## src/rtl/io_port_controller_if.sv

```systemverilog
// io_port_controller_if: bundles the CPU-side request bus and the peripheral IO bus.
// Latency: none (wires only). Backpressure: the controller holds cpu_wait high while a request is outstanding.
// Ports: cpu_port_id/cpu_read/cpu_write/cpu_wdata in, cpu_rdata/cpu_wait/cpu_done/cpu_err out (controller view);
//        io_sel/io_rd/io_wr/io_wdata out, io_rdata/io_ack in. The master modport is the controller; slave is its environment.
interface io_port_controller_if;
  logic [2:0] cpu_port_id;
  logic       cpu_read;
  logic       cpu_write;
  logic [3:0] cpu_wdata;
  logic [3:0] cpu_rdata;
  logic       cpu_wait;
  logic       cpu_done;
  logic       cpu_err;
  logic [7:0] io_sel;
  logic       io_rd;
  logic       io_wr;
  logic [3:0] io_wdata;
  logic [3:0] io_rdata;
  logic [7:0] io_ack;

  modport master (
    input  cpu_port_id, cpu_read, cpu_write, cpu_wdata, io_rdata, io_ack,
    output cpu_rdata, cpu_wait, cpu_done, cpu_err, io_sel, io_rd, io_wr, io_wdata
  );

  modport slave (
    output cpu_port_id, cpu_read, cpu_write, cpu_wdata, io_rdata, io_ack,
    input  cpu_rdata, cpu_wait, cpu_done, cpu_err, io_sel, io_rd, io_wr, io_wdata
  );
endinterface

```

## src/rtl/io_port_controller.sv

```systemverilog
// io_port_controller: bridges one CPU read/write request at a time onto an 8-port one-hot IO bus.
// Latency: request edge to cpu_done is 2 cycles minimum (ack is sampled from the edge after REQ entry).
// Backpressure: cpu_wait stalls the CPU while in REQ; new requests are only taken in IDLE.
// Ports: clock, reset (async, active-high), bus (io_port_controller_if.master).
// Optional: define IO_TIMEOUT_EN to abort a request with cpu_err after TIMEOUT_CYCLES cycles without ack.
module io_port_controller #(
  parameter int unsigned TIMEOUT_CYCLES = 15
) (
  input  logic                        clock,
  input  logic                        reset,
  io_port_controller_if.master        bus
);

  typedef enum logic [1:0] {IDLE, REQ, DONE, ERR} state_t;

  state_t     state;
  state_t     state_next;
  logic [2:0] port_id;
  logic       is_read;
  logic [3:0] wdata;
  logic [3:0] rdata;
  logic       ack_hit;
  logic       start;
  logic       tmo_expire;

  // Only the acknowledge of the latched port counts; all other bits are ignored.
  assign ack_hit = bus.io_ack[port_id];
  // A legal request is exactly one of read/write; both together is an error.
  assign start   = (state == IDLE) && (bus.cpu_read ^ bus.cpu_write);

`ifdef IO_TIMEOUT_EN
  localparam logic [7:0] TMO_LAST = 8'(TIMEOUT_CYCLES - 1);
  logic [7:0] tmo_cnt;

  // Counts REQ cycles already spent; the last allowed cycle without ack aborts.
  always_ff @(posedge clock or posedge reset) begin
    if (reset) begin
      tmo_cnt <= 8'd0;
    end else if (start) begin
      tmo_cnt <= 8'd0;
    end else if (state == REQ) begin
      tmo_cnt <= tmo_cnt + 8'd1;
    end
  end

  assign tmo_expire = (tmo_cnt == TMO_LAST);
`else
  assign tmo_expire = 1'b0;
`endif

  always_ff @(posedge clock or posedge reset) begin
    if (reset) begin
      state <= IDLE;
    end else begin
      state <= state_next;
    end
  end

  // Transaction context is captured once on acceptance so CPU-side changes during REQ are invisible.
  always_ff @(posedge clock or posedge reset) begin
    if (reset) begin
      port_id <= 3'd0;
      is_read <= 1'b0;
      wdata   <= 4'd0;
    end else if (start) begin
      port_id <= bus.cpu_port_id;
      is_read <= bus.cpu_read;
      wdata   <= bus.cpu_wdata;
    end
  end

  // Read data is captured on the ack edge and held until the next completed read.
  always_ff @(posedge clock or posedge reset) begin
    if (reset) begin
      rdata <= 4'd0;
    end else if ((state == REQ) && ack_hit && is_read) begin
      rdata <= bus.io_rdata;
    end
  end

  always_comb begin
    state_next = state;
    case (state)
      IDLE: begin
        if (bus.cpu_read && bus.cpu_write) begin
          state_next = ERR;
        end else if (bus.cpu_read || bus.cpu_write) begin
          state_next = REQ;
        end
      end
      REQ: begin
        if (ack_hit) begin
          state_next = DONE;
        end else if (tmo_expire) begin
          state_next = ERR;
        end
      end
      DONE:    state_next = IDLE;
      ERR:     state_next = IDLE;
      default: state_next = IDLE;
    endcase
  end

  // Outputs decode from state only, so an asynchronous reset drops them immediately.
  always_comb begin
    bus.io_sel   = 8'd0;
    bus.io_rd    = 1'b0;
    bus.io_wr    = 1'b0;
    bus.io_wdata = 4'd0;
    bus.cpu_wait = 1'b0;
    bus.cpu_done = 1'b0;
    bus.cpu_err  = 1'b0;
    case (state)
      REQ: begin
        bus.io_sel   = 8'd1 << port_id;
        bus.io_rd    = is_read;
        bus.io_wr    = ~is_read;
        bus.io_wdata = wdata;
        bus.cpu_wait = 1'b1;
      end
      DONE:    bus.cpu_done = 1'b1;
      ERR:     bus.cpu_err  = 1'b1;
      default: ;
    endcase
  end

  assign bus.cpu_rdata = rdata;

endmodule

```

## src/flat_wrapper.sv

```systemverilog
// flat-port wrapper written by rule: the top's interface ports become plain ports
module io_port_controller_flat 
#(
  parameter int unsigned TIMEOUT_CYCLES = 15
)
  (clock, reset, bus_cpu_port_id, bus_cpu_read, bus_cpu_write, bus_cpu_wdata, bus_io_rdata, bus_io_ack, bus_cpu_rdata, bus_cpu_wait, bus_cpu_done, bus_cpu_err, bus_io_sel, bus_io_rd, bus_io_wr, bus_io_wdata);
  io_port_controller_if bus_i ();
  input  logic clock;
  input  logic reset;
  input wire logic [$bits(bus_i.cpu_port_id)-1:0] bus_cpu_port_id;
  input wire logic [$bits(bus_i.cpu_read)-1:0] bus_cpu_read;
  input wire logic [$bits(bus_i.cpu_write)-1:0] bus_cpu_write;
  input wire logic [$bits(bus_i.cpu_wdata)-1:0] bus_cpu_wdata;
  input wire logic [$bits(bus_i.io_rdata)-1:0] bus_io_rdata;
  input wire logic [$bits(bus_i.io_ack)-1:0] bus_io_ack;
  output wire logic [$bits(bus_i.cpu_rdata)-1:0] bus_cpu_rdata;
  output wire logic [$bits(bus_i.cpu_wait)-1:0] bus_cpu_wait;
  output wire logic [$bits(bus_i.cpu_done)-1:0] bus_cpu_done;
  output wire logic [$bits(bus_i.cpu_err)-1:0] bus_cpu_err;
  output wire logic [$bits(bus_i.io_sel)-1:0] bus_io_sel;
  output wire logic [$bits(bus_i.io_rd)-1:0] bus_io_rd;
  output wire logic [$bits(bus_i.io_wr)-1:0] bus_io_wr;
  output wire logic [$bits(bus_i.io_wdata)-1:0] bus_io_wdata;
  assign bus_i.cpu_port_id = bus_cpu_port_id;
  assign bus_i.cpu_read = bus_cpu_read;
  assign bus_i.cpu_write = bus_cpu_write;
  assign bus_i.cpu_wdata = bus_cpu_wdata;
  assign bus_i.io_rdata = bus_io_rdata;
  assign bus_i.io_ack = bus_io_ack;
  assign bus_cpu_rdata = bus_i.cpu_rdata;
  assign bus_cpu_wait = bus_i.cpu_wait;
  assign bus_cpu_done = bus_i.cpu_done;
  assign bus_cpu_err = bus_i.cpu_err;
  assign bus_io_sel = bus_i.io_sel;
  assign bus_io_rd = bus_i.io_rd;
  assign bus_io_wr = bus_i.io_wr;
  assign bus_io_wdata = bus_i.io_wdata;
  io_port_controller #(.TIMEOUT_CYCLES(TIMEOUT_CYCLES)) u_core (.clock(clock), .reset(reset), .bus(bus_i));
endmodule
```

## config.mk

```make
export PLATFORM = sky130hd
export DESIGN_NAME = io_port_controller_flat
export DESIGN_NICKNAME = d
export VERILOG_FILES = /design/src/rtl/io_port_controller_if.sv /design/src/rtl/io_port_controller.sv /design/src/flat_wrapper.sv
export SDC_FILE = /design/constraint.sdc
export NUM_CORES = 1
export LEC_CHECK = 0
export CAP_MARGIN = 30
export CORE_MARGIN = 2
export CORE_UTILIZATION = 38
export DETAILED_ROUTE_END_ITERATION = 10
export PLACE_DENSITY = 0.86
export SLEW_MARGIN = 25
export SYNTH_ARGS = -nofsm -noshare
export SYNTH_HDL_FRONTEND = slang
export SYNTH_SLANG_ARGS = --single-unit
```

## constraint.sdc

```tcl
create_clock -name clock -period 2 [get_ports clock]
set_input_delay 0.3 -clock clock [delete_from_list [all_inputs] [get_ports clock]]
set_output_delay 0.3 -clock clock [all_outputs]
set_load 0.01 [all_outputs]
```

==> Slide: Implementation Results <==
Implementation Results

Outcome
  • Status: finished clean

Final timing
  • Slew Limit Headroom: 66.3%
  • Slew of the pin with the lowest slew margin: 505 ps
  • Setup TNS: 0 ps
  • RSZ-0062 raised after global routing: false
  • Final Critical Period: 1910 ps
  • Highest Clock Rate: 0.524 GHz
  • Max-slew violations: 0
  • # setup viols final: 0
  • Number of hold violations in the final report: 0
  • Tcrit/Tclk final: 95.5%
  • Setup Skew: 6.45 ps

Worst setup path
  • Setup slack, reg-to-reg: 370 ps
  • Crit start category: flop
  • WS Path Type: flop to output port
  • Worst EP arrival: 1610 ps
  • R2R depth: 4
  • Setup crit end kind: output port
  • CP max FO: 6
  • R2R Path End: u_core.bus.cpu_rdata[1]$_DFFE_PP0P_
  • Crit Reg-Reg Startpoint: u_core.port_id[1]$_DFFE_PP0P_
  • WP data required: 1700 ps

Cells and area
  • Layout area overhead: 62.6%
  • Diodes inserted: 0
  • Final nets: 146
  • Multi-input logic area: 457 um2
  • Filler cells: 171
  • Layout cells sized above 1: 27.5%
  • Register area: 353 um2
  • Final core occ: 63.7%

Run
  • Max Cap Viol: 0
  • Tool warning count: 27

Clock tree
  • Clock buffer depth: 2
  • H-Tree Depth: 1
  • CTS Sinks: 14
  • Total CTS buffers: 3
  • Clk_lat worst skew: 280 ps
  • Clk pin slew, worst setup/hold paths: 80 ps
  • Clk root buf: clkbuf_4
  • CTS tree: yes
  • Cts-stage hold buffer count: 0

Detailed routing
  • Final ANT Viol Nets: 0
  • DR iter-0 viols: 5
  • Vias/cell: 4.91
  • Routed wire length per instance: 13.5 um
  • Number of remaining DRC errors: 0
  • Via Count: 726
  • Pre-antenna DRT Iters: 2
  • Final WL: 2000 um

Global route
  • Global-route usage over all layers: 17.8%
  • Total gr overflow: 0
  • Global-route wire length before repair: 3420 um
  • Antenna violations before repair: 0
  • Largest net degree at the start of global routing: 15
  • Vias in the first global route: 746

Yosys
  • Synth Area in Adders: 2.98%
  • Cell count after synthesis: 69
  • YS chip area: 841 um2
  • Xor/xnor share: 0%
  • Yosys warnings: 0
  • List of most frequent post-synthesis cells: 14 x dfrtp_1, 9 x mux2_2, 7 x nor2_1
  • Post-synth EDFFs: 0
  • Syn_nets: 94
  • Dominant flop cell: dfrtp_1
  • Syn_area_per_cell: 12.2 um2
  • Largest family of logic cells by area: multiplexers
  • Yosys aoi share: 7.29%
  • Max-area cell share: 41.7%
  • Synth area leader: dfrtp_1
  • Mux frac, synth: 24.0%
  • Async set or reset register ratio after synthesis: 100%
  • Simple Share, Synth: 20.1%
  • Largest cells by area: dfrtp_1 42%, mux2_2 12%, mux2_4 11%
  • Ys flops: 14
  • Synth top cell by count: dfrtp_1
  • Mapped cell area: 841 um2
  • # Cells Yosys: 69
  • Sequential-to-total area share from yosys stat: 41.7%
  • Unique cell type count in the Yosys netlist: 24

Floorplanning
  • Core area: 2150 um2
  • IO Pins: 44
  • DIE AREA: 2610 um2
  • Initial Util: 39.1%
  • Core Rows: 17
  • Die Y-Extent: 51.0 um
  • Die Wd: 51.0 um

Power and ir drop
  • Worst VDD drop: 660 uV
  • Power share of the sequential group: 29.8%
  • Combinational share of power: 59.8%
  • Clock power share: 10.4%
  • Power per cell area: 1390 nW/um2
  • Internal: 1.22 mW
  • Leakage: 0.671 nW
  • Net Sw Frac: 35.6%
  • P_sw: 677 uW

Place
  • Post-DP HPWL: 1620 um
  • Gpl congestion: 0.765
  • Port bufs: 43

Min path
  • Min-delay worst type: primary input to asynchronous set/reset pin
critical path, cell delays in order, from the launching register on:
cell and delay, ps:
dfrtp_1 390, nand2b_4 170, nor3_1 210, clkdlybuf4s50_1 570
layer usage:
metal	vias to the layer above	part of all wire [%]	track usage (%)
met5	-	0	0
met4	0	1.1	6.76
met3	2	4.9	2.34
met2	26	51	31.6
met1	355	43	21.8
li1	343	-	-
final cells by class:
cell class | instances | share of cell area, %
Tap cell | 28 | 2.56
Multi-Input combinational cell | 49 | 33.4
Timing Repair Buffer | 49 | 34.5
Sequential cell | 14 | 25.8
Clock buffer | 4 | 2.65
Inverter | 4 | 1.10
placed cells by master (no fill, tap or decap):
cell type,count
dfrtp_2,2
nor4_1,1
a32oi_1,1
buf_4,6
or2b_1,1
dfrtp_1,12
nor3b_2,1
clkbuf_4,3
nand2b_4,1
nand2_1,2
a311oi_1,1
a2bb2oi_4,1
nor3_1,4
nor2b_1,2
mux2_2,9
clkdlybuf4s50_1,31
mux2_4,6
inv_1,4
dlymetal6s2s_1,3
and2_2,1
and2_1,5
mux2i_1,1
nand3_4,1
o22a_4,1
nor2_1,7
nand2b_1,1
ha_1,2
clkbuf_8,1
dlygate4sd2_1,9
registers in the layout (all words and copies together) (netlist names):
signal and count:
u_core.is_read 1, u_core.wdata 4, u_core.bus.cpu_rdata 4, u_core.port_id 3, u_core.state 2
power by group through the flow:
stage,clock network (mW),logic (mW),registers [mW]
2_1_floorplan,0,0.714,0.531
3_3_place_gp,0,1.14,0.553
3_5_place_dp,0,1.17,0.570
4_1_cts,0.206,1.16,0.562
5_1_grt,0.217,1.24,0.590
6_report,0.198,1.14,0.565
worst max path at each step:
stage | end | from | slack, ps
after global routing | bus_io_sel[5] | u_core.state[1]$_DFFE_PP0P_ | 9
after CTS | bus_io_sel[0] | u_core.port_id[1]$_DFFE_PP0P_ | 7
after detailed placement | u_core.wdata[1]$_DFFE_PP0P_ | bus_cpu_read | 10
final | bus_io_sel[5] | u_core.state[1]$_DFFE_PP0P_ | 90
after global placement | u_core.port_id[2]$_DFFE_PP0P_ | bus_cpu_read | 90
after floorplan | u_core.bus.cpu_rdata[0]$_DFFE_PP0P_ | u_core.port_id[1]$_DFFE_PP0P_ | 460
stage by stage:
stage	hold WS (ps)	instance area [um2]	setup WS, ps	instances	power [mW]
after floorplan	189	841	456	69	1.25
after global placement	481	1330	86.5	143	1.69
after detailed placement	492	1330	12.6	143	1.74
after CTS	367	1360	7.45	148	1.93
after global routing	398	1370	9.13	148	2.05
final	348	1370	89.9	148	1.90
kinds of logic (layout without fill, tap and decap cells):
kind of cell / after synthesis / count (layout)
simple gates: 27 / 27
mux: 16 / 16
flops: 14 / 14
buf+inv: 6 / 57
compound gates: 4 / 4
fa+ha+maj: 2 / 2
what timing repair did:
action | in CTS | in global routing
buffers inserted | 1 | 0
pin swaps | 0 | 0
setup endpoints to repair | 9 | 4
resized | 10 | 4
Metal 1:
Drawn at 6 px/um.
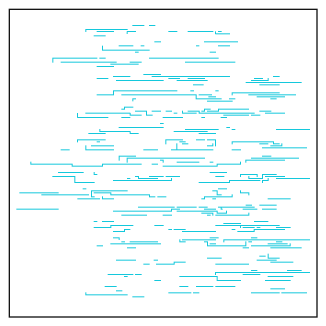
- share of all routed wire: 43%
- wire length on this layer: 861 um
- main direction: horizontal
- longest straight run: 15.6 um

Gate families picked out:
Drawn at 6 px/um.
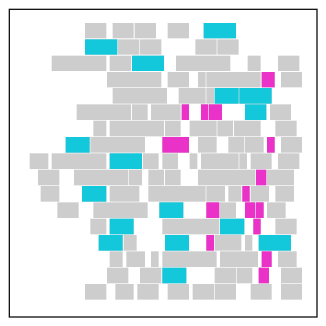
- cyan: mux cells (cells 16; most used mux2_2)
- magenta: nor cells (cells 15; most used nor2_1)

Zoomed window:
Window x 26 to 51, y 26 to 51 um. Cells in gray, sequential cells in the stronger gray; small squares are vias.
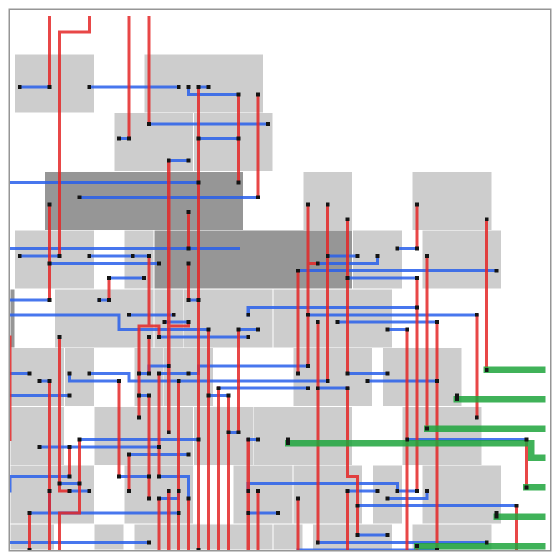
- green: M3
- red: M2
- blue: M1
- cells with their middle in the window: 32
- sequential cells in the window: 2
- netlist names of flops here include: u_core.bus.cpu_rdata (1), u_core.is_read (1)
- most frequent: clkdlybuf4s50_1 (9), nor2_1 (3)

Power and IR drop assume default switching activity.
